$ cat config.mk
export PLATFORM = sky130hd
export DESIGN_NAME = timer_ctrl
export DESIGN_NICKNAME = d
export VERILOG_FILES = /design/src/rtl/timer_ctrl_pkg.sv /design/src/rtl/timer_prescaler.sv /design/src/rtl/timer_ctrl.sv
export SDC_FILE = /design/constraint.sdc
export NUM_CORES = 1
export LEC_CHECK = 0
export ABC_CLOCK_PERIOD_IN_PS = 6720
export CORE_UTILIZATION = 23
export DETAILED_ROUTE_END_ITERATION = 12
export GPL_TIMING_DRIVEN = 0
export PLACE_DENSITY_LB_ADDON = 0.15
export SLEW_MARGIN = 20
export SYNTH_ARGS = -nofsm -noshare
export SYNTH_HDL_FRONTEND = slang
export SYNTH_SLANG_ARGS = --single-unit
$ cat constraint.sdc
create_clock -name clk_i -period 6.72 [get_ports clk_i]
set_clock_uncertainty 0.2 [all_clocks]
set_input_delay 1.344 -clock clk_i [delete_from_list [all_inputs] [get_ports clk_i]]
set_output_delay 1.344 -clock clk_i [all_outputs]
set_load 0.02 [all_outputs]
$ cat src/rtl/timer_ctrl_pkg.sv
// timer_ctrl_pkg: shared timer register types, bit-select tables and helpers
package timer_ctrl_pkg;
    typedef logic [31:0] timer_t;
    typedef struct packed {
        logic [1:0] wp;
        logic [1:0] wrc;
        logic       wie;
        logic       die;
        logic [1:0] fp;
        logic       fie;
        logic       are;
    } tcr_t;
    typedef struct packed {
        logic       enw;
        logic       wis;
        logic [1:0] wrs;
        logic       dis;
        logic       fis;
    } tsr_t;
    // Entry n is the TBL bit watched when the period field selects n.
    localparam logic [3:0][4:0] FIT_BITS_DEF = {5'd23, 5'd19, 5'd15, 5'd11};
    localparam logic [3:0][4:0] WD_BITS_DEF  = {5'd27, 5'd23, 5'd19, 5'd15};
    localparam logic [1:0] WRC_NONE = 2'b00;
    function automatic logic rise(input timer_t prev, input timer_t next, input logic [4:0] idx);
        return ~prev[idx] & next[idx];
    endfunction
endpackage

$ cat src/rtl/timer_prescaler.sv
// timer_prescaler: divides enabled cycles into a one-cycle tick strobe
//   clk_i, reset_i : clock, async active-high reset
//   tick_en_i      : count enable; counter freezes when low
//   tick_o         : high for one enabled cycle every TB_PRESCALE enabled cycles
module timer_prescaler #(
    parameter int TB_PRESCALE = 1
) (
    input  logic clk_i,
    input  logic reset_i,
    input  logic tick_en_i,
    output logic tick_o
);
    localparam int W = TB_PRESCALE > 1 ? $clog2(TB_PRESCALE) : 1;
    localparam logic [W-1:0] LAST = W'(TB_PRESCALE - 1);
    logic [W-1:0] cnt_q, cnt_d;
    always_comb begin
        tick_o = tick_en_i && cnt_q == LAST;
        cnt_d = !tick_en_i ? cnt_q : tick_o ? '0 : cnt_q + W'(1);
    end
    always_ff @(posedge clk_i or posedge reset_i)
        if (reset_i) cnt_q <= '0;
        else cnt_q <= cnt_d;
endmodule

$ cat src/rtl/timer_ctrl.sv
// timer_ctrl: time base, decrementer, FIT and watchdog timers with TCR/TSR
//   clk_i, reset_i        : clock, async active-high reset
//   tick_en_i             : global timer enable
//   *_i / *_we_i          : software write data and enables (tsr_i is a w1c mask)
//   tbu_o..tsr_o          : register state
//   dec/fit/wd_irq_o      : interrupt requests from status & control
//   wd_rst_req_o          : one-cycle pulse on watchdog expiry with wrc set
module timer_ctrl import timer_ctrl_pkg::*; #(
    parameter int              TB_PRESCALE = 1,
    parameter logic [3:0][4:0] FIT_BITS    = FIT_BITS_DEF,
    parameter logic [3:0][4:0] WD_BITS     = WD_BITS_DEF
) (
    input  logic   clk_i,
    input  logic   reset_i,
    input  logic   tick_en_i,
    input  timer_t tbu_i,
    input  timer_t tbl_i,
    input  timer_t dec_i,
    input  timer_t decar_i,
    input  logic   tbu_we_i,
    input  logic   tbl_we_i,
    input  logic   dec_we_i,
    input  logic   decar_we_i,
    input  tcr_t   tcr_i,
    input  logic   tcr_we_i,
    input  tsr_t   tsr_i,
    input  logic   tsr_we_i,
    output timer_t tbu_o,
    output timer_t tbl_o,
    output timer_t dec_o,
    output timer_t decar_o,
    output tcr_t   tcr_o,
    output tsr_t   tsr_o,
    output logic   dec_irq_o,
    output logic   fit_irq_o,
    output logic   wd_irq_o,
    output logic   wd_rst_req_o
);
    logic        tick;
    timer_t      tbu_q, tbu_d, tbl_q, tbl_d, dec_q, dec_d, decar_q, decar_d;
    tcr_t        tcr_q, tcr_d;
    tsr_t        tsr_q, tsr_d, tsr_set, tsr_clr;
    logic        wd_rst_q, wd_rst_d;
    logic [63:0] tb_inc;
    logic        tb_wr, dec_exp, fit_ev, wd_ev, wd_exp;
    timer_prescaler #(.TB_PRESCALE(TB_PRESCALE)) u_pre (
        .clk_i     (clk_i),
        .reset_i   (reset_i),
        .tick_en_i (tick_en_i),
        .tick_o    (tick)
    );
    always_comb begin
        tb_inc = {tbu_q, tbl_q} + 64'd1;
        // Any time-base write suppresses the tick for both halves, so a
        // lone TBL write never carries into TBU in that cycle.
        tb_wr = tbl_we_i | tbu_we_i;
        tbl_d = tbl_we_i ? tbl_i : (tick && !tb_wr) ? tb_inc[31:0] : tbl_q;
        tbu_d = tbu_we_i ? tbu_i : (tick && !tb_wr) ? tb_inc[63:32] : tbu_q;
        dec_exp = tick && dec_q == 32'd1 && !dec_we_i;
        dec_d = dec_we_i ? dec_i
              : dec_exp ? (tcr_q.are ? decar_q : '0)
              : (tick && dec_q != '0) ? dec_q - 32'd1 : dec_q;
        decar_d = decar_we_i ? decar_i : decar_q;
        // Edges are taken between the current and next TBL, covering both
        // ticks and software writes.
        fit_ev = rise(tbl_q, tbl_d, FIT_BITS[tcr_q.fp]);
        wd_ev = rise(tbl_q, tbl_d, WD_BITS[tcr_q.wp]);
        wd_exp = wd_ev & tsr_q.enw & tsr_q.wis;
        tsr_set.enw = wd_ev & ~tsr_q.enw;
        tsr_set.wis = wd_ev & tsr_q.enw & ~tsr_q.wis;
        tsr_set.wrs = (wd_exp && tsr_q.wrs == WRC_NONE) ? tcr_q.wrc : WRC_NONE;
        tsr_set.dis = dec_exp;
        tsr_set.fis = fit_ev;
        tsr_clr = tsr_we_i ? tsr_i : '0;
        tsr_d = tsr_t'((tsr_q & ~tsr_clr) | tsr_set);
        tcr_d = tcr_we_i ? tcr_i : tcr_q;
        // wrc is sticky once armed; only reset clears it.
        tcr_d.wrc = (tcr_q.wrc != WRC_NONE) ? tcr_q.wrc : tcr_d.wrc;
        wd_rst_d = wd_exp && tcr_q.wrc != WRC_NONE;
    end
    always_ff @(posedge clk_i or posedge reset_i)
        if (reset_i) begin
            tbu_q    <= '0;
            tbl_q    <= '0;
            dec_q    <= '0;
            decar_q  <= '0;
            tcr_q    <= '0;
            tsr_q    <= '0;
            wd_rst_q <= 1'b0;
        end else begin
            tbu_q    <= tbu_d;
            tbl_q    <= tbl_d;
            dec_q    <= dec_d;
            decar_q  <= decar_d;
            tcr_q    <= tcr_d;
            tsr_q    <= tsr_d;
            wd_rst_q <= wd_rst_d;
        end
    assign tbu_o        = tbu_q;
    assign tbl_o        = tbl_q;
    assign dec_o        = dec_q;
    assign decar_o      = decar_q;
    assign tcr_o        = tcr_q;
    assign tsr_o        = tsr_q;
    assign dec_irq_o    = tsr_q.dis & tcr_q.die;
    assign fit_irq_o    = tsr_q.fis & tcr_q.fie;
    assign wd_irq_o     = tsr_q.enw & tsr_q.wis & tcr_q.wie;
    assign wd_rst_req_o = wd_rst_q;
endmodule

wire_density.png
Bar = 50 µm. 38 x 38 tiles, from black (low) to pale yellow (high), scaled to the fullest tile. Values are wire area over tile area, all layers added.
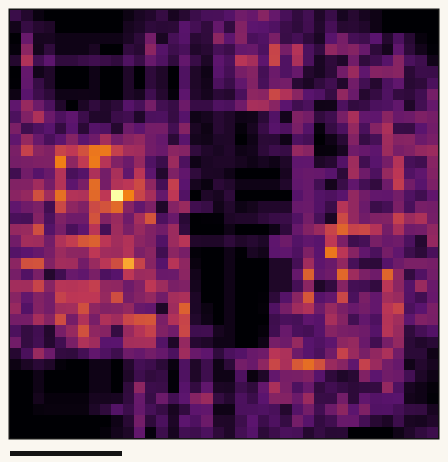
fullest tile = 0.65
densest ninth of the die = left middle
emptiest ninth of the die = middle
tiles over half the peak = 5.3%
mean over tiles = 0.14

registers.png
Other sequential cells in the stronger grey, the rest of the logic in the fainter grey.
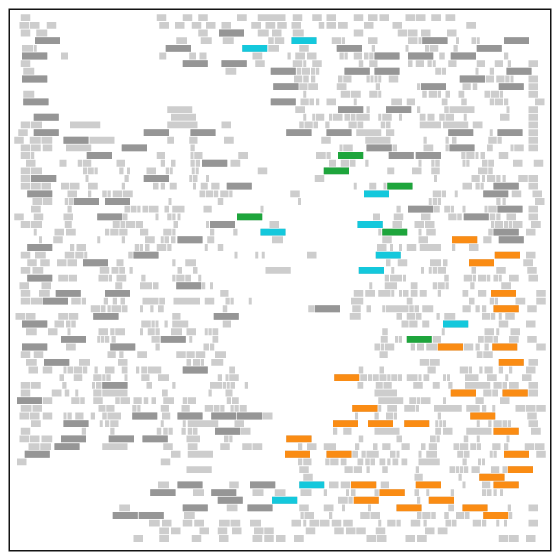
`tsr_o` -> green  # flops 6
`tbl_o` -> orange  # flops 32
`tcr_o` -> cyan  # flops 10

==> GITHUB_STEP_SUMMARY <==
### Yosys + OpenROAD results

| Metric | Value |
|---|---|
| Slowest stage delay, CP | `0.77 ns` |
| Max-area cell share | `44.1%` |
| TNS Setup | `0 ns` |
| Met2 Usage GRT | `30.2%` |
| Routed Antenna Nets | `0` |
| Status | `finished, final reports clean` |
| Top comb family, area | `simple AND/OR/NAND/NOR gates` |
| Share of cells above drive strength 1 | `under 10%` |
| Final Max Tran Viols | `0` |
| Largest net degree at the start of global routing | `about 80` |
| Worst Setup End Kind | `flop` |
| Clock power frac | `35.5%` |
| Final setup vio count | `0` |
| Die ar. | `between 0.03 and 0.04 mm²` |
| Die Y | `192 µm` |
| Yosys reg bits | `between 100 and 150` |
| GRT met1 Usage | `22.5%` |
| WL/cell | `19.9 µm` |
| Switching share of power | `31.5%` |
| Reg2reg end | `dec_o[21]` |
| Placed Cells | `1637` |
| Most used routing layer | `met2` |
| Worst setup margin | `2.40 ns` |
| Tot Pwr | `2.91 mW` |
| Final Non-Filler Cells | `1671` |
| Min-delay src | `tcr_o[4]` |
| Post-synth top cells | `dfrtp_1, nand2_1, o21ai_0` |
| Min Hold Slack | `approximately 0.32 ns` |
| Fin nets | `roughly 1400` |
| Met2 routed WL | `16200 µm` |
| WS Path Type | `input port to flop` |
| Hold depth | `1` |
| IO buf count | `299` |
| Crit. Startpoint | `tick_en_i` |
| Maximum vdd ir drop | `0.178 mV` |
| Most numerous logic cell after layout | `clkdlybuf4s50_1` |
| Yosys stat cell total | `876` |
| TritonRoute pass-1 iters | `5` |
| Vias in the first global route | `slightly above 8000` |
| Gpl congestion | `0.816` |
| Syn nets | `1035` |
| Clock transition at path regs | `0.06 ns` |
| DP HPWL | `roughly 25000 µm` |
| Multi-input logic area | `0.00439 mm²` |
| WL met3 | `2530 µm` |
| Register Area | `0.00365 mm²` |
| GRT Overall Usage | `18.2%` |
| Post-route cell area | `0.0125 mm²` |
| R2R Path Start | `dec_o[4]` |
| End of the critical path | `tbu_o[25]` |
| Post-synth area hogs | `dfrtp_1, mux2_2, nand2_1, xor2_1, o21ai_0` |
| Pint | `1.99 mW` |
| Post_cts resized | `0` |
| Layout area overhead | `51.3%` |
| Crit path DAT | `4.47 ns` |
| DR vias | `8115` |
| Filler cell count | `3699` |
| Ports | `301` |
| Slew of the pin with the lowest slew margin | `about 1.0 ns` |
| Synth cell types | `about 70` |
| DRT met1 WL | `14200 µm` |
| Sink Count | `146` |
| Count leader, synth | `dfrtp_1` |
| DIE WIDTH | `192 µm` |
| Count of library flops with an enable pin | `0` |
| Relative max-transition margin | `about 30%` |
| Max-capacitance violation count | `0` |
| Leading power group | `registers` |
| Combinational Power Share | `between 20% and 30%` |
| Worst-path cell chain | `clkdlybuf4s50_1 > or3b_1 > buf_2 > or4_1 > buf_2 > nor4_1 > nand3_1 > xor2_1 > o21ai_0` |
| P_sw | `0.918 mW` |
| Final Hold Fails | `0` |
| Num CTS Buffers | `17` |
| Clk_lat worst skew | `0.44 ns` |
| Most used cell, CP | `buf_2` |
| Core area | `0.0355 mm²` |
| Initial antenna violation count | `2` |
| MUX share of area | `under 10%` |
| Slowest-stage cell, CP | `nor4_1` |
| Clock buffer depth | `2` |
| Dominant logic cell types in the final layout | `clkdlybuf4s50_1, dfrtp_1, nand2_1` |
| Sequential share of power | `38.2%` |
| Mapped cell area | `0.00828 mm²` |
| CTS tree | `yes` |
| Hold Crit Class | `flop to flop` |
| Pre-CTS WS | `1.95 ns` |
| Seq power | `1.11 mW` |
| Syn Inst Count | `876` |
| XOR/XNOR share of the synthesized area | `7.51%` |
| Power Clock | `1.03 mW` |
| Routing usage on met3 | `5.96%` |
| Area after DPL | `0.0119 mm²` |
-- flip-flops by register name (all words and copies together), names as in the netlist --
| signal | flops |
|---|---|
| tbu_o | 32 |
| u_pre.cnt_q | 1 |
| tbl_o | 32 |
| wd_rst_req_o | 1 |
| decar_o | 32 |
| dec_o | 32 |
| tsr_o | 6 |
| tcr_o | 10 |
-- layout make-up --
cell class	count	area share, %
repair buffers	300	24.1
inverters	16	0.539
clock buffers	22	3.94
well taps	461	4.60
multi-input cells	670	35.0
flip-flops and latches	146	29.2
plain buffers	44	1.53
diodes	3	0.0599
clock inverters	9	1.02
-- critical path: cells and delay by family --
family / cells / cell delay (ns)
AND/OR/NAND/NOR: 4 / 1.83
buffers and inverters: 3 / 0.95
AND-OR/OR-AND: 1 / 0.16
XOR/XNOR: 1 / 0.18
No activity file was given, so power comes from the tool's default toggle rates.
